Run 1, sequential cells grouped by signal name:
Drawn at 1.5 px/um. Other sequential cells in the stronger gray, the rest of the logic in the fainter gray.
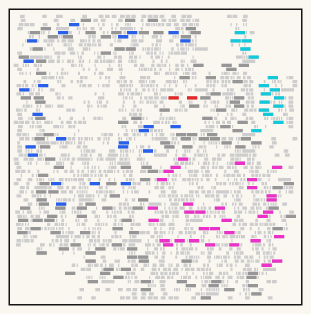
Run 1, layout detail:
Region (84, 46) to (109, 71) um. Cells in gray, sequential cells in the stronger gray; small squares are vias.
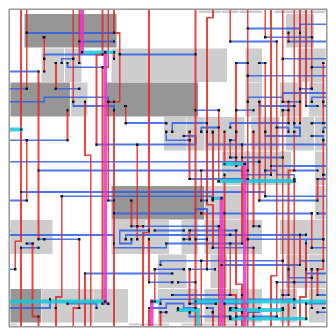
Run 1, track usage over the die:
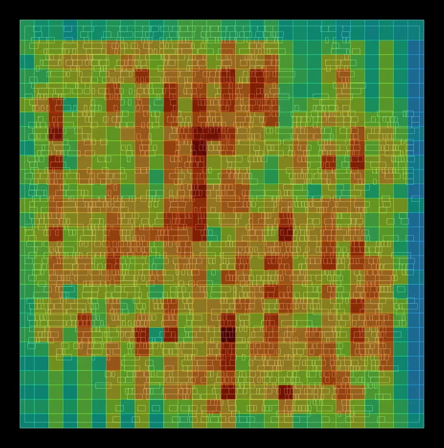
`config.mk`:
```
export PLATFORM = sky130hd
export DESIGN_NAME = chirp_pinc_gen_flat
export DESIGN_NICKNAME = d
export VERILOG_FILES = /design/src/rtl/chirp_pinc_gen_if.sv /design/src/rtl/chirp_pinc_gen.sv /design/src/flat_wrapper.sv
export SDC_FILE = /design/constraint.sdc
export NUM_CORES = 1
export LEC_CHECK = 0
export CAP_MARGIN = 20
export CORE_AREA = 2 2 192 194
export DETAILED_ROUTE_END_ITERATION = 6
export DIE_AREA = 0 0 194 196
export REMOVE_ABC_BUFFERS = 1
export SLEW_MARGIN = 10
export SYNTH_ARGS = -nofsm -noshare
export SYNTH_HDL_FRONTEND = slang
export SYNTH_SLANG_ARGS = --single-unit
```
`constraint.sdc`:
```
create_clock -name clk -period 8.5 [get_ports clk]
set_input_delay 2.55 -clock clk [delete_from_list [all_inputs] [get_ports clk]]
set_output_delay 2.55 -clock clk [all_outputs]
set_load 0.01 [all_outputs]
```
`src/rtl/chirp_pinc_gen_if.sv`:
```
// AXI-Stream link carrying phase increments from chirp_pinc_gen to the DDS.
// Optional tlast is present only when CHIRP_TLAST_EN is defined.
interface chirp_pinc_gen_if #(
    parameter int PINC_W = 24
) ();
    logic [PINC_W-1:0] tdata;
    logic              tvalid;
    logic              tready;
`ifdef CHIRP_TLAST_EN
    logic              tlast;

    modport master (output tdata, output tvalid, output tlast, input tready);
    modport slave  (input tdata, input tvalid, input tlast, output tready);
`else
    modport master (output tdata, output tvalid, input tready);
    modport slave  (input tdata, input tvalid, output tready);
`endif
endinterface

```
`src/rtl/chirp_pinc_gen.sv`:
```
// Stepped chirp phase-increment sequencer (up/down/triangle) driving a DDS PINC stream.
// Define CHIRP_TLAST_EN to drive m_axis.tlast on the final beat of every sweep.
//
// state | meaning
// IDLE  | stream quiet, cfg_load/start honoured
// RUN   | emitting sweep values on m_axis
// DONE  | one-cycle done pulse after the final sweep
module chirp_pinc_gen #(
    parameter int PINC_W  = 24,
    parameter int DWELL_W = 32,
    parameter int CNT_W   = 16
) (
    input  logic               clk,
    input  logic               rst,
    input  logic               cfg_load_i,
    input  logic [PINC_W-1:0]  cfg_pinc_start_i,
    input  logic [PINC_W-1:0]  cfg_pinc_step_i,
    input  logic [CNT_W-1:0]   cfg_num_steps_i,
    input  logic [DWELL_W-1:0] cfg_dwell_i,
    input  logic [1:0]         cfg_mode_i,
    input  logic [CNT_W-1:0]   cfg_repeat_i,
    input  logic               start_i,
    input  logic               abort_i,
    output logic               busy_o,
    output logic               done_o,
    chirp_pinc_gen_if.master   m_axis
);

    typedef enum logic [1:0] {
        IDLE = 2'd0,
        RUN  = 2'd1,
        DONE = 2'd2
    } state_t;

    localparam logic [1:0] MODE_DOWN = 2'b01;
    localparam logic [1:0] MODE_TRI  = 2'b10;

    state_t             state_q, state_d;
    logic [PINC_W-1:0]  start_q, start_d;
    logic [PINC_W-1:0]  step_q, step_d;
    logic [CNT_W-1:0]   num_q, num_d;
    logic [DWELL_W-1:0] dwell_q, dwell_d;
    logic [1:0]         mode_q, mode_d;
    logic [CNT_W-1:0]   repeat_q, repeat_d;

    logic [PINC_W-1:0]  pinc_q, pinc_d;
    logic [DWELL_W-1:0] dwell_cnt_q, dwell_cnt_d;
    logic [CNT_W-1:0]   step_idx_q, step_idx_d;
    logic               phase_dn_q, phase_dn_d;
    logic [CNT_W-1:0]   sweeps_q, sweeps_d;

    logic beat;
    logic seg_end;
    logic turn;
    logic sweep_last;
    logic go_down;

    assign beat       = (state_q == RUN) && m_axis.tready;
    assign seg_end    = (step_idx_q == num_q);
    // Triangle turns at the peak only once; the peak value is not repeated.
    assign turn       = seg_end && (mode_q == MODE_TRI) && !phase_dn_q && (num_q != '0);
    assign sweep_last = seg_end && !turn;
    assign go_down    = (mode_q == MODE_DOWN) || ((mode_q == MODE_TRI) && phase_dn_q);

    always_comb begin
        state_d     = state_q;
        start_d     = start_q;
        step_d      = step_q;
        num_d       = num_q;
        dwell_d     = dwell_q;
        mode_d      = mode_q;
        repeat_d    = repeat_q;
        pinc_d      = pinc_q;
        dwell_cnt_d = dwell_cnt_q;
        step_idx_d  = step_idx_q;
        phase_dn_d  = phase_dn_q;
        sweeps_d    = sweeps_q;

        case (state_q)
            IDLE: begin
                if (!abort_i) begin
                    if (cfg_load_i) begin
                        start_d  = cfg_pinc_start_i;
                        step_d   = cfg_pinc_step_i;
                        num_d    = cfg_num_steps_i;
                        dwell_d  = cfg_dwell_i;
                        mode_d   = cfg_mode_i;
                        repeat_d = cfg_repeat_i;
                    end
                    if (start_i) begin
                        state_d     = RUN;
                        pinc_d      = start_d;
                        dwell_cnt_d = (dwell_d == '0) ? '0 : dwell_d - DWELL_W'(1);
                        step_idx_d  = '0;
                        phase_dn_d  = 1'b0;
                        sweeps_d    = repeat_d;
                    end
                end
            end
            RUN: begin
                if (abort_i) begin
                    state_d = IDLE;
                end else if (beat) begin
                    if (dwell_cnt_q != '0) begin
                        dwell_cnt_d = dwell_cnt_q - DWELL_W'(1);
                    end else begin
                        dwell_cnt_d = (dwell_q == '0) ? '0 : dwell_q - DWELL_W'(1);
                        if (!seg_end) begin
                            pinc_d     = go_down ? pinc_q - step_q : pinc_q + step_q;
                            step_idx_d = step_idx_q + CNT_W'(1);
                        end else if (turn) begin
                            pinc_d     = pinc_q - step_q;
                            step_idx_d = CNT_W'(1);
                            phase_dn_d = 1'b1;
                        end else if ((repeat_q == '0) || (sweeps_q > CNT_W'(1))) begin
                            pinc_d     = start_q;
                            step_idx_d = '0;
                            phase_dn_d = 1'b0;
                            if (repeat_q != '0) begin
                                sweeps_d = sweeps_q - CNT_W'(1);
                            end
                        end else begin
                            state_d = DONE;
                        end
                    end
                end
            end
            default: begin
                state_d = IDLE;
            end
        endcase
    end

    always_ff @(posedge clk) begin
        if (rst) begin
            state_q     <= IDLE;
            start_q     <= '0;
            step_q      <= '0;
            num_q       <= '0;
            dwell_q     <= '0;
            mode_q      <= '0;
            repeat_q    <= '0;
            pinc_q      <= '0;
            dwell_cnt_q <= '0;
            step_idx_q  <= '0;
            phase_dn_q  <= 1'b0;
            sweeps_q    <= '0;
        end else begin
            state_q     <= state_d;
            start_q     <= start_d;
            step_q      <= step_d;
            num_q       <= num_d;
            dwell_q     <= dwell_d;
            mode_q      <= mode_d;
            repeat_q    <= repeat_d;
            pinc_q      <= pinc_d;
            dwell_cnt_q <= dwell_cnt_d;
            step_idx_q  <= step_idx_d;
            phase_dn_q  <= phase_dn_d;
            sweeps_q    <= sweeps_d;
        end
    end

    assign m_axis.tvalid = (state_q == RUN);
    assign m_axis.tdata  = (state_q == RUN) ? pinc_q : '0;
    assign busy_o        = (state_q != IDLE);
    assign done_o        = (state_q == DONE);
`ifdef CHIRP_TLAST_EN
    assign m_axis.tlast  = (state_q == RUN) && sweep_last && (dwell_cnt_q == '0);
`endif

endmodule
```
`src/flat_wrapper.sv`:
```
// flat-port wrapper written by rule: the top's interface ports become plain ports
module chirp_pinc_gen_flat 
#(
    parameter int PINC_W  = 24,
    parameter int DWELL_W = 32,
    parameter int CNT_W   = 16
)
  (clk, rst, cfg_load_i, cfg_pinc_start_i, cfg_pinc_step_i, cfg_num_steps_i, cfg_dwell_i, cfg_mode_i, cfg_repeat_i, start_i, abort_i, busy_o, done_o, m_axis_tdata, m_axis_tvalid, m_axis_tready);
  chirp_pinc_gen_if #(.PINC_W(PINC_W)) m_axis_i ();
  input  logic clk;
  input  logic rst;
  input  logic cfg_load_i;
  input  logic [PINC_W-1:0] cfg_pinc_start_i;
  input  logic [PINC_W-1:0] cfg_pinc_step_i;
  input  logic [CNT_W-1:0] cfg_num_steps_i;
  input  logic [DWELL_W-1:0] cfg_dwell_i;
  input  logic [1:0] cfg_mode_i;
  input  logic [CNT_W-1:0] cfg_repeat_i;
  input  logic start_i;
  input  logic abort_i;
  output logic busy_o;
  output logic done_o;
  output wire logic [$bits(m_axis_i.tdata)-1:0] m_axis_tdata;
  output wire logic [$bits(m_axis_i.tvalid)-1:0] m_axis_tvalid;
  input wire logic [$bits(m_axis_i.tready)-1:0] m_axis_tready;
  assign m_axis_tdata = m_axis_i.tdata;
  assign m_axis_tvalid = m_axis_i.tvalid;
  assign m_axis_i.tready = m_axis_tready;
  chirp_pinc_gen #(.PINC_W(PINC_W), .DWELL_W(DWELL_W), .CNT_W(CNT_W)) u_core (.clk(clk), .rst(rst), .cfg_load_i(cfg_load_i), .cfg_pinc_start_i(cfg_pinc_start_i), .cfg_pinc_step_i(cfg_pinc_step_i), .cfg_num_steps_i(cfg_num_steps_i), .cfg_dwell_i(cfg_dwell_i), .cfg_mode_i(cfg_mode_i), .cfg_repeat_i(cfg_repeat_i), .start_i(start_i), .abort_i(abort_i), .busy_o(busy_o), .done_o(done_o), .m_axis(m_axis_i));
endmodule
```
==> impl_metrics.toml, run 1 <==
# physical design summary
[yosys]
simple_gate_area_frac = 0.2642
top_cell_area_share = 0.2893
common_cells = "nand2_1 (300), a21oi_1 (213), dfxtp_1 (205)"
synthAoiAreaFrac = 0.2231
synth_flops = 205
syn_inst = 1959
muxShareOfSynthArea = 0.04719
ys_area_sq_um = 14190
ys.warnings.count = 0
synth-edff-count = 0
yosysCellCount = 1959
synth_dominant_cell_count = "nand2_1"
synth_top_cell_by_area = "dfxtp_1"
logic_family = "simple AND/OR/NAND/NOR gates"
synth_adder_area_share = 0.05133
synth.avg_cell_area_sq_um = 7.242
area_leaders = "dfxtp_1 (29%), nand2_1 (7.9%), a21oi_1 (7.5%), nor2_1 (5.2%), ha_1 (4.9%)"
async_flop_share = 0
xor_area_frac = 0.07285
synthFlopType = "dfxtp_1"
synth_cell_type_count = 77
postSynthSeqShare = 0.2893
syn_area_sq_um = 14190

[grt]
grt_overflow = 0
grt_use_met1 = 0.3307
grt_pass1_vias = 13689
grt_use_met3 = 0.02974
antenna_found_initial = 0
grt_max_degree = 88
grt_pass1_wl_mm = 73.95

[layout]
clkbuf_count = 37
largest_class = "multi-input combinational cells"
layout-drive-gt1-share = 0.04572
n_all_buffers = 167
fin_area_sq_um = 16710
seq_area_sq_um = 4104
area_growth_pct = 17.81
layout.nets = 2196
top_regs = "u_core.dwell_cnt_q: 32 flops, u_core.dwell_q: 32 flops"
seq_share = 0.2456
seq_cells = 205
sh_comb_area = 0.5603
nNonClkInverters = 60
fillers = 3668
antenna-diode-count = 0
clock_area_frac = 0.04829
logic_gates = 1559
nonClkBufAreaFrac = 0.09733
finalNonFillerCells = 2502
logic_area_sq_um = 9364

[route]
routed.top_layer = "met4"
ant_nets = 0
routed_wl_mm = 46.59
wl_met3_mm = 2.726
drc = 0
routed-wl-met2_mm = 20.69
via_per_inst = 5.755
first_pass_iters = 5
met1_length_mm = 21.79
wl_per_cell_um = 18.62
vias = 14400
drt_iter0_markers = 1120

[sta]
slew-limit-headroom = 0.3231
min_period_ps = 5804
final_max_slew_viol_count = 0
fin_tns_setup_ps = 0
fin_ws_ps = 2696
final.setup_skew_ps = 16.60
setup_viol_count_final = 0
worst_pin_slew_ps = 1015
rsz0062_at_grt = "false"
post-route-period-util = 0.6829
hold_slack_ps = 449.4
fmax_mhz = 172.3
final-hold-violation-count = 0

[cts]
cts_tree = "yes"
clkTransAtPathRegs_ps = 60
postCtsSetupBuffers = 0
cts_resized = 0
clk_latency_ps = 560
htreeDepth = 1
clkSinkCount = 205
cts_root_buf = "clkbuf_16"
cts_made_buffers = 26
ctsHoldBuffers = 0
cts_buffer_depth = 3

[floorplanning]
die_h_um = 196
die_x_um = 194
n_tap_cell = 468
rows = 70
fp_util = 0.3931
ios = 147
chip_area_sq_um = 38020
core_region_area_sq_um = 36080

[placed_design]
globalplace.congestion = 0.8766
dpl_worst_slack_ps = 2168
dp_cells = 2457
io_buffers = 146
placed_cell_area_sq_um = 15880
dp_hpwl_mm = 32.27

[worst_setup_path]
cp.arrival_ps = 6200
cp_slowest_cell = "a41o_1"
start_kind = "input pin"
worstSetupEndpointType = "flop"
required_ps = 8900
crit_buf_inv = 2
crit_type = "in -> reg"
crit_chain = "buf_4 > buf_4 > nor3b_1 > o21ai_0 > nor3_1 > a41o_1 > nor2_1 > a2111oi_0 > nor3_1"
critPathTopFamily = "AND-OR/OR-AND gates"
cp_max_fo = 60
slowest_delay_ps = 840

[power]
p_leak_nw = 6.281
p_sw_uw = 961.2
swShare = 0.3303
p_clk_frac = 0.363
powerDensity_nw_per_um2 = 174.1
p_int_mw = 1.948
pwr-share-comb = 0.268
ir_drop_v = 0.0001481
power_mw = 2.910
pwr-share-seq = 0.369

[worst_hold_path]
hp-class = "reg -> reg"

[flow_run]
warnings = 52
max_cap_viol_count = 0

[run_status]
outcome = "completed"
## Picture notes: 'sequential cells grouped by signal name'
[magenta] `u_core.dwell_cnt_q` | sequential cells: 32
[cyan] `u_core.num_q` | sequential cells: 16
[blue] `u_core.start_q` | sequential cells: 24
[red] `u_core.mode_q` | sequential cells: 2
not colored: 131

## Picture notes: 'layout detail'
[red] met2
[cyan] met3
[blue] met1
[magenta] met4
most frequent: nor2_1 (6), nand2_1 (4), dfxtp_1 (4)
sequential cells in the window: 4
netlist names of flops here include: `u_core.dwell_cnt_q` (2)
cells with their middle in the window: 39

## Picture notes: 'track usage over the die'
total track usage: 0.2368
met2 GRT Util: 0.3828
Final Util: 0.4631
GR peak layer: met2

run 1: power by group through the flow:
stage | clock [mW] | combinational (mW) | sequential, mW
2_1_floorplan | 0 | 0.505 | 1.07
3_3_place_gp | 0 | 0.761 | 1.09
3_5_place_dp | 0 | 0.766 | 1.09
4_1_cts | 1.08 | 0.771 | 1.07
5_1_grt | 1.11 | 0.859 | 1.08
6_report | 1.06 | 0.779 | 1.07
run 1: path summary, 6_finish.rpt:
kind	slack [ps]	to	start	cells after the start
max	2700	u_core.dwell_cnt_q[3]$_SDFFE_PP0P_	cfg_load_i	9
min	450	u_core.start_q[6]$_SDFFE_PP0P_	u_core.start_q[6]$_SDFFE_PP0P_	2
max reg2reg	4400	u_core.pinc_q[20]$_SDFFE_PP0P_	u_core.step_q[9]$_SDFFE_PP0P_	12
min reg2reg	450	u_core.start_q[6]$_SDFFE_PP0P_	u_core.start_q[6]$_SDFFE_PP0P_	2
run 1: layout by cell type, fill, tap and decap left out, types with 12 or more instances in the layout:
| master | n |
|---|---|
| a211oi_1 | 43 |
| a21oi_1 | 212 |
| a221oi_1 | 12 |
| a22oi_1 | 12 |
| and2_1 | 28 |
| buf_4 | 20 |
| clkbuf_16 | 27 |
| clkdlybuf4s50_1 | 144 |
| dfxtp_1 | 205 |
| ha_1 | 55 |
| inv_1 | 58 |
| mux2i_1 | 59 |
| nand2_1 | 299 |
| nand3_1 | 29 |
| nor2_1 | 198 |
| nor2b_1 | 12 |
| nor3_1 | 90 |
| nor3b_1 | 20 |
| nor4_1 | 43 |
| o21ai_0 | 84 |
| o22ai_1 | 30 |
| or3_1 | 24 |
| xnor2_1 | 61 |
| xor2_1 | 57 |
--- run 2 (diff from run 1) ---
Clock period 8.5 ns to 4.85 ns, I/O delays scaled along.
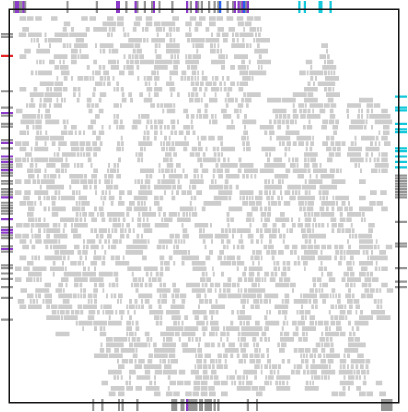
Run 2: pin placement
Drawn at 2 px/um. Pins as bars across the die edge, other pins in gray.
[purple] `cfg_pinc_step_i` | pins: 24 | direction: input | edge: 13 north, 10 west, 1 south
[blue] `cfg_mode_i` | pins: 2 | direction: input | edge: north
[red] `m_axis_tvalid` | pins: 1 | direction: output | edge: west
[cyan] `cfg_num_steps_i` | pins: 16 | direction: input | edge: 11 east, 5 north

==> run 2 against run 1 <==
  * Count of clock-buffer cells in the layout shrank 6
  * Clock skew shrank 3.9 ps
  * Via count grew 1.2%
  * Global-route usage grew 0.51 points
  * Sequential power grew 76%
  * Die area is the same
  * Worst setup slack lost 2100 ps
  * Synthesized cell count is the same
  * Clock power grew 100%
  * Largest cell class unchanged
  * Highest routed layer unchanged
==> impl_metrics.toml, run 2 <==
# physical design summary
[run_status]
outcome = "completed"

[layout]
logic_area_sq_um = 9364
layout-drive-gt1-share = 0.05831
top_regs = "u_core.dwell_cnt_q: 32 flops, u_core.dwell_q: 32 flops"
fillers = 3651
clock_area_frac = 0.05468
layout.nets = 2216
seq_cells = 205
antenna-diode-count = 0
nNonClkInverters = 60
postLayoutCoreUtil = 0.4724
seq_area_sq_um = 4104
nonClkBufAreaFrac = 0.1077
area_growth_pct = 20.16
logic_gates = 1559
clkbuf_count = 31

[floorplanning]
n_tap_cell = 468
rows = 70
die_x_um = 194
fp_util = 0.3931
core_region_area_sq_um = 36080
die_h_um = 196
ios = 147
chip_area_sq_um = 38020

[yosys]
synth_flops = 205
synth.avg_cell_area_sq_um = 7.242
synth-edff-count = 0
common_cells = "nand2_1 (300), a21oi_1 (213), dfxtp_1 (205)"
syn_area_sq_um = 14190
area_leaders = "dfxtp_1 (29%), nand2_1 (7.9%), a21oi_1 (7.5%), nor2_1 (5.2%), ha_1 (4.9%)"
synthFlopType = "dfxtp_1"
postSynthSeqShare = 0.2893
async_flop_share = 0
ys.warnings.count = 0
syn_inst = 1959
synth_cell_type_count = 77

[sta]
slew-limit-headroom = 0.4030
final_max_slew_viol_count = 0
post-route-period-util = 0.8723
min_period_ps = 4231
final.setup_skew_ps = 12.74
fmax_mhz = 236.4
final-hold-violation-count = 0
hold_slack_ps = 451.3
setup_viol_count_final = 0
rsz0062_at_grt = "false"

[route]
wl_per_cell_um = 18.74
ant_nets = 0
routed_wl_mm = 47.35
drc = 0
drt_iter0_markers = 1053
vias = 14570
first_pass_iters = 5
via_per_inst = 5.768

[cts]
cts_tree = "yes"
cts_made_buffers = 27
postCtsSetupBuffers = 0
cts_resized = 0
ctsHoldBuffers = 0
clkSinkCount = 205
clkTransAtPathRegs_ps = 60
clk_latency_ps = 540

[placed_design]
placed_cell_area_sq_um = 16110
dp_hpwl_mm = 33.35
globalplace.congestion = 0.9216

[grt]
grt_overflow = 0
grt_max_degree = 87
grt_pass1_wl_mm = 75.51
antenna_found_initial = 0
grt.total_usage = 0.2419

[flow_run]
warnings = 52
max_cap_viol_count = 0

[worst_setup_path]
cp_max_fo = 34
r2r_start = "u_core.dwell_q[14]$_SDFFE_PP0P_"
worstSetupEndpointType = "output port"
cp.arrival_ps = 2780
crit_type = "reg -> out"
startpoint = "u_core.state_q[1]$_SDFFE_PP0P_"

[power]
ir_drop_v = 0.0004961
p_leak_nw = 6.440
power_mw = 5.393

[worst_hold_path]
hp-class = "reg -> reg"
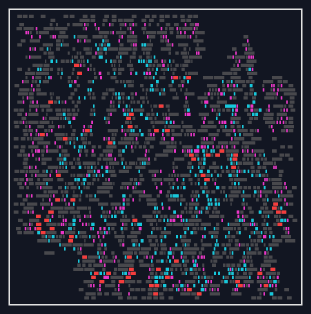
Run 2: gate families picked out
Drawn at 1.5 px/um.
[cyan] NOR gates | cells: 368 | where: widely spread
[red] multiplexers | cells: 66
[magenta] NAND gates | cells: 357 | where: widely spread
Finished Layout Cells: 2526
logic share of the area: 0.5493
Commonest Layout Cell: nand2_1

run 2: cell counts after synthesis:
No cell type changed its count.
run 2: metal layers:
metal,track usage,share of wire,routed length (um),up-vias
li1,-,-,-,7114
met1,0.3360,0.47,22270,6944
met2,0.3929,0.45,21160,438
met3,0.03266,0.054,2580,74
met4,0.06706,0.028,1333,0
met5,0,0,0,-
run 2: worst paths after layout:
check                                             to  slack (ps)  depth (start not counted)
hold / removal        u_core.start_q[6]$_SDFFE_PP0P_         450                          2
setup / recovery                     m_axis_tdata[8]         620                          4
setup reg to reg  u_core.dwell_cnt_q[8]$_SDFFE_PP0P_         890                         10
hold reg to reg       u_core.start_q[6]$_SDFFE_PP0P_         450                          2
run 2: logic make-up after synthesis:
| kind of cell | synth area share |
|---|---|
| compound gates | 0.2231 |
| xor+xnor | 0.07285 |
| fa+ha+maj | 0.05133 |
| buf+inv | 0.05195 |
| flops | 0.2893 |
| mux | 0.04719 |
| simple gates | 0.2642 |
run 2: critical path, cell delays in order, from the launching register on:
cell and delay (ps):
dfxtp_1 340, nand2b_1 440, inv_2 670, and2_1 230, clkdlybuf4s50_1 540
run 2: per-stage QoR:
step / setup TNS [ps] / cells / setup WS, ps
2_1_floorplan: -22080 / 1824 / -889.0
3_3_place_gp: 0 / 2478 / 442.6
3_5_place_dp: 0 / 2478 / 341.5
4_1_cts: 0 / 2526 / 563.0
5_1_grt: 0 / 2526 / 485.2
6_report: 0 / 2526 / 619.1
run 2: where the power goes:
part	total, mW	internal [mW]	switching (mW)
Sequential	1.88	1.78	0.104
Combinational	1.40	0.564	0.832
Clock	2.12	1.31	0.806
Power and IR drop assume default switching activity.
